===== src/rtl/text_cursor_writer.sv =====
// Byte-stream to character-plane writer: keeps a text cursor and issues one-cycle
// write commands for printable bytes, newline, backspace-erase and full clear sweeps.
module text_cursor_writer #(
  parameter int unsigned          ROW_NUMBER  = 7,
  parameter int unsigned          COL_NUMBER  = 20,
  parameter int unsigned          ROW_BIT_LEN = 4,
  parameter int unsigned          COL_BIT_LEN = 6,
  parameter int unsigned          DATA_SIZE   = 8,
  parameter logic [DATA_SIZE-1:0] ERASE_CODE  = 8'hFF
) (
  input  logic                   clk,
  input  logic                   reset,
  input  logic [DATA_SIZE-1:0]   in_data,
  input  logic                   in_valid,
  output logic                   in_ready,
  output logic                   wr_en,
  output logic [ROW_BIT_LEN-1:0] wr_row,
  output logic [COL_BIT_LEN-1:0] wr_col,
  output logic [DATA_SIZE-1:0]   wr_data,
  output logic [ROW_BIT_LEN-1:0] cur_row,
  output logic [COL_BIT_LEN-1:0] cur_col,
  output logic                   busy
);

  typedef enum logic {
    ST_CLEAR,
    ST_IDLE
  } state_t;

  localparam logic [ROW_BIT_LEN-1:0] LAST_ROW = ROW_BIT_LEN'(ROW_NUMBER - 1);
  localparam logic [COL_BIT_LEN-1:0] LAST_COL = COL_BIT_LEN'(COL_NUMBER - 1);
  localparam logic [DATA_SIZE-1:0]   CH_BS    = DATA_SIZE'(8'h08);
  localparam logic [DATA_SIZE-1:0]   CH_LF    = DATA_SIZE'(8'h0A);
  localparam logic [DATA_SIZE-1:0]   CH_FF    = DATA_SIZE'(8'h0C);
  localparam logic [DATA_SIZE-1:0]   CH_CR    = DATA_SIZE'(8'h0D);
  localparam logic [DATA_SIZE-1:0]   CH_SPACE = DATA_SIZE'(8'h20);

  state_t                 state_q, state_d;
  logic                   wr_en_q, wr_en_d;
  logic [ROW_BIT_LEN-1:0] wr_row_q, wr_row_d;
  logic [COL_BIT_LEN-1:0] wr_col_q, wr_col_d;
  logic [DATA_SIZE-1:0]   wr_data_q, wr_data_d;
  logic [ROW_BIT_LEN-1:0] cur_row_q, cur_row_d;
  logic [COL_BIT_LEN-1:0] cur_col_q, cur_col_d;
  logic [ROW_BIT_LEN-1:0] sw_row_q, sw_row_d;
  logic [COL_BIT_LEN-1:0] sw_col_q, sw_col_d;
  logic                   accept;

  assign accept = in_valid && (state_q == ST_IDLE);

  always_comb begin
    state_d   = state_q;
    wr_en_d   = 1'b0;
    wr_row_d  = wr_row_q;
    wr_col_d  = wr_col_q;
    wr_data_d = wr_data_q;
    cur_row_d = cur_row_q;
    cur_col_d = cur_col_q;
    sw_row_d  = sw_row_q;
    sw_col_d  = sw_col_q;

    case (state_q)
      ST_CLEAR: begin
        wr_en_d   = 1'b1;
        wr_row_d  = sw_row_q;
        wr_col_d  = sw_col_q;
        wr_data_d = ERASE_CODE;
        if (sw_col_q == LAST_COL) begin
          sw_col_d = '0;
          if (sw_row_q == LAST_ROW) begin
            sw_row_d  = '0;
            cur_row_d = '0;
            cur_col_d = '0;
            state_d   = ST_IDLE;
          end else begin
            sw_row_d = sw_row_q + 1'b1;
          end
        end else begin
          sw_col_d = sw_col_q + 1'b1;
        end
      end

      ST_IDLE: begin
        if (accept) begin
          if (in_data >= CH_SPACE) begin
            wr_en_d   = 1'b1;
            wr_row_d  = cur_row_q;
            wr_col_d  = cur_col_q;
            wr_data_d = in_data;
            if (cur_col_q == LAST_COL) begin
              cur_col_d = '0;
              cur_row_d = (cur_row_q == LAST_ROW) ? '0 : cur_row_q + 1'b1;
            end else begin
              cur_col_d = cur_col_q + 1'b1;
            end
          end else if (in_data == CH_LF || in_data == CH_CR) begin
            cur_col_d = '0;
            cur_row_d = (cur_row_q == LAST_ROW) ? '0 : cur_row_q + 1'b1;
          end else if (in_data == CH_BS) begin
            // Erase lands on the cell the cursor moves back onto; home is a no-op.
            if (cur_col_q != '0) begin
              cur_col_d = cur_col_q - 1'b1;
              wr_en_d   = 1'b1;
              wr_row_d  = cur_row_q;
              wr_col_d  = cur_col_q - 1'b1;
              wr_data_d = ERASE_CODE;
            end else if (cur_row_q != '0) begin
              cur_row_d = cur_row_q - 1'b1;
              cur_col_d = LAST_COL;
              wr_en_d   = 1'b1;
              wr_row_d  = cur_row_q - 1'b1;
              wr_col_d  = LAST_COL;
              wr_data_d = ERASE_CODE;
            end
          end else if (in_data == CH_FF) begin
            sw_row_d = '0;
            sw_col_d = '0;
            state_d  = ST_CLEAR;
          end
        end
      end

      default: state_d = ST_CLEAR;
    endcase
  end

  always_ff @(posedge clk or negedge reset) begin
    if (!reset) begin
      state_q   <= ST_CLEAR;
      wr_en_q   <= 1'b0;
      wr_row_q  <= '0;
      wr_col_q  <= '0;
      wr_data_q <= '0;
      cur_row_q <= '0;
      cur_col_q <= '0;
      sw_row_q  <= '0;
      sw_col_q  <= '0;
    end else begin
      state_q   <= state_d;
      wr_en_q   <= wr_en_d;
      wr_row_q  <= wr_row_d;
      wr_col_q  <= wr_col_d;
      wr_data_q <= wr_data_d;
      cur_row_q <= cur_row_d;
      cur_col_q <= cur_col_d;
      sw_row_q  <= sw_row_d;
      sw_col_q  <= sw_col_d;
    end
  end

  assign in_ready = (state_q == ST_IDLE);
  assign busy     = (state_q == ST_CLEAR);
  assign wr_en    = wr_en_q;
  assign wr_row   = wr_row_q;
  assign wr_col   = wr_col_q;
  assign wr_data  = wr_data_q;
  assign cur_row  = cur_row_q;
  assign cur_col  = cur_col_q;

endmodule

===== config.mk =====
export PLATFORM = sky130hd
export DESIGN_NAME = text_cursor_writer
export DESIGN_NICKNAME = d
export VERILOG_FILES = /design/src/rtl/text_cursor_writer.sv
export SDC_FILE = /design/constraint.sdc
export NUM_CORES = 1
export LEC_CHECK = 0
export CORE_UTILIZATION = 54
export CTS_CLUSTER_SIZE = 28
export DETAILED_ROUTE_END_ITERATION = 16
export HOLD_SLACK_MARGIN = 0.06
export PLACE_DENSITY = 0.86
export SYNTH_ARGS = -nofsm -noshare
export SYNTH_HDL_FRONTEND = slang
export SYNTH_SLANG_ARGS = --single-unit

===== constraint.sdc =====
create_clock -name clk -period 2.7 [get_ports clk]
set_input_delay 0.81 -clock clk [delete_from_list [all_inputs] [get_ports clk]]
set_output_delay 0.81 -clock clk [all_outputs]
set_load 0.02 [all_outputs]

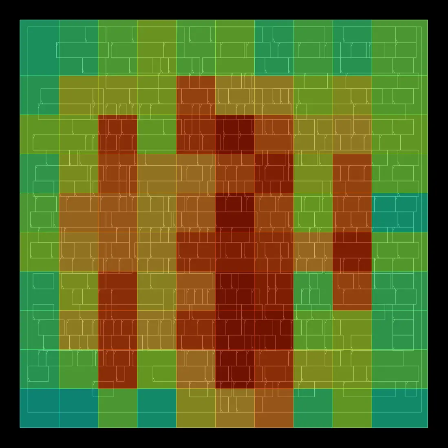
(routing congestion)
final core occ: 74.3%
GR Util met3: 5.83%

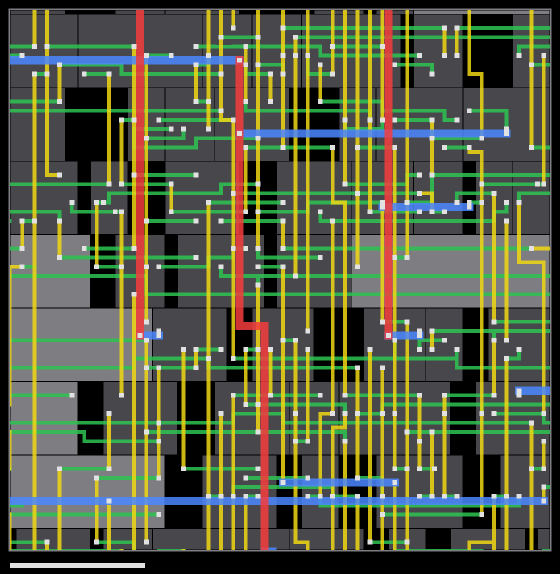
(close-up of the layout)
Scale bar: 5 µm. Window x 26 to 46, y 40 to 60 µm. Cells in grey, sequential cells in the stronger grey; small squares are vias.
metal 4: marked red. metal 1: marked green. metal 2: marked yellow. metal 3: marked blue.
40 logic cells have their middle in the window. Sequential cells in the window: 3.

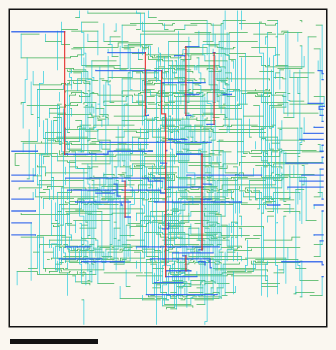
(wiring by layer)
Scale bar: 20 µm.
metal 2: marked cyan, wire length 3540 µm. metal 3: marked blue, wire length 450 µm. metal 4: marked red, wire length 155 µm. metal 1: marked green, wire length 2990 µm.

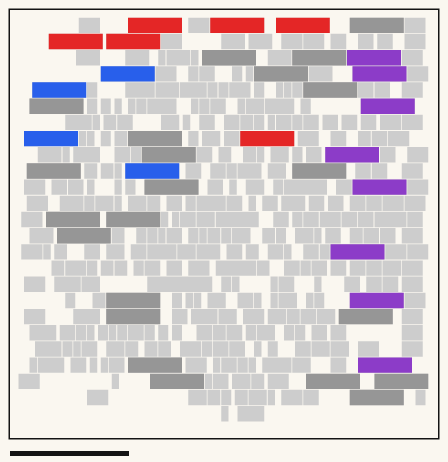
(sequential cells grouped by signal name)
Scale bar: 20 µm.
sw_row_q: marked blue, placed flops 4, where top left. wr_col: marked red, placed flops 6. wr_data: marked purple, placed flops 8.

==> deck_impl_summary.md <==
Synthesis and Place & Route Summary

Outcome
  • Outcome: finished, final reports clean

Worst hold path
  • Worst hold path depth: 1

Final layout
  • Ant. Diodes: 0
  • Final Instance Area: 0.00351 mm²
  • Max reg flops: 8
  • Non-clock inverters: 12
  • Flop area: 0.00100 mm²

Placed design
  • DP Wirelength: 5260 µm

Route
  • DRT Pass-1 Iters: 5
  • Initial drt markers: 226

Pwr
  • Maximum vdd drop: 559 µV
  • LEAKAGE: 1.40 nW
  • Power Dens Cells: 916 mW/mm²
  • Internal power: 0.00187 W

STA
  • Hold Slack: 490 ps
  • Tmin final: 2590 ps

Synthesis
  • Yosys synthesis chip area: 0.00264 mm²
  • Synth area leader: dfrtp_1
  • Synthesized instance count: 289
  • Async set-or-reset flop fraction in the synthesized netlist: 100%
  • Main logic family: AND-OR/OR-AND gates

Setup path
  • Critical path data arrival time: 2780 ps
  • Critical path launch point: in_data[5]
  • Most used cell, CP: buf_4
  • Worst-path maximum fanout: 8
  • Launch point of the worst reg-to-reg path: cur_col[1]

Global routing
  • First-pass GRT wire length: 11600 µm

Floorplan
  • Cell row count: 25
## cell usage after synthesis, types with 2 or more instances
| cell type | number |
|---|---|
| a211oi_1 | 7 |
| a21o_1 | 3 |
| a21oi_1 | 17 |
| a22o_1 | 3 |
| a22oi_1 | 2 |
| a31oi_1 | 6 |
| a32oi_1 | 3 |
| and2_1 | 5 |
| and3_2 | 2 |
| buf_2 | 2 |
| buf_6 | 3 |
| clkbuf_1 | 11 |
| dfrtp_1 | 40 |
| ha_1 | 10 |
| inv_1 | 12 |
| mux2_2 | 10 |
| mux2i_1 | 3 |
| nand2_1 | 21 |
| nand2b_1 | 2 |
| nand3_1 | 7 |
| nand3b_1 | 4 |
| nand4_1 | 3 |
| nor2_1 | 17 |
| nor3_1 | 9 |
| nor4_1 | 2 |
| nor4b_1 | 2 |
| o21a_1 | 8 |
| o21ai_0 | 18 |
| o22ai_1 | 5 |
| o2bb2ai_1 | 4 |
| o31ai_1 | 4 |
| or2_2 | 2 |
| or3_1 | 2 |
| or4_1 | 10 |
| xnor2_1 | 5 |
## placed cells by master (no fill, tap or decap), drive strengths merged, types with 3 or more instances in the layout
master	Yosys	final
nor2	17	17
o31ai	4	4
and3	3	3
xnor2	5	5
o21ai	19	19
or4	11	11
mux2i	3	3
nor3	9	9
nand4	3	3
nand3	8	8
inv	12	12
a31oi	6	6
buf	5	41
mux2	11	11
clkdlybuf4s50	0	40
dfrtp	40	40
a21o	4	4
a21oi	17	17
o21a	8	8
clkbuf	11	6
a211oi	7	7
ha	10	10
nand3b	4	4
a32oi	3	3
o2bb2ai	4	4
nand2	21	21
and2	6	6
a22o	3	3
o22ai	5	5
## worst max-delay path: cells and delay by family
kind	cells	cell delay, ps
AOI/OAI and AO/OA	4	660
buffers and inverters	3	800
and+or+nand+nor	1	510
Power figures rest on the tool's default switching activity, not on a simulated workload.
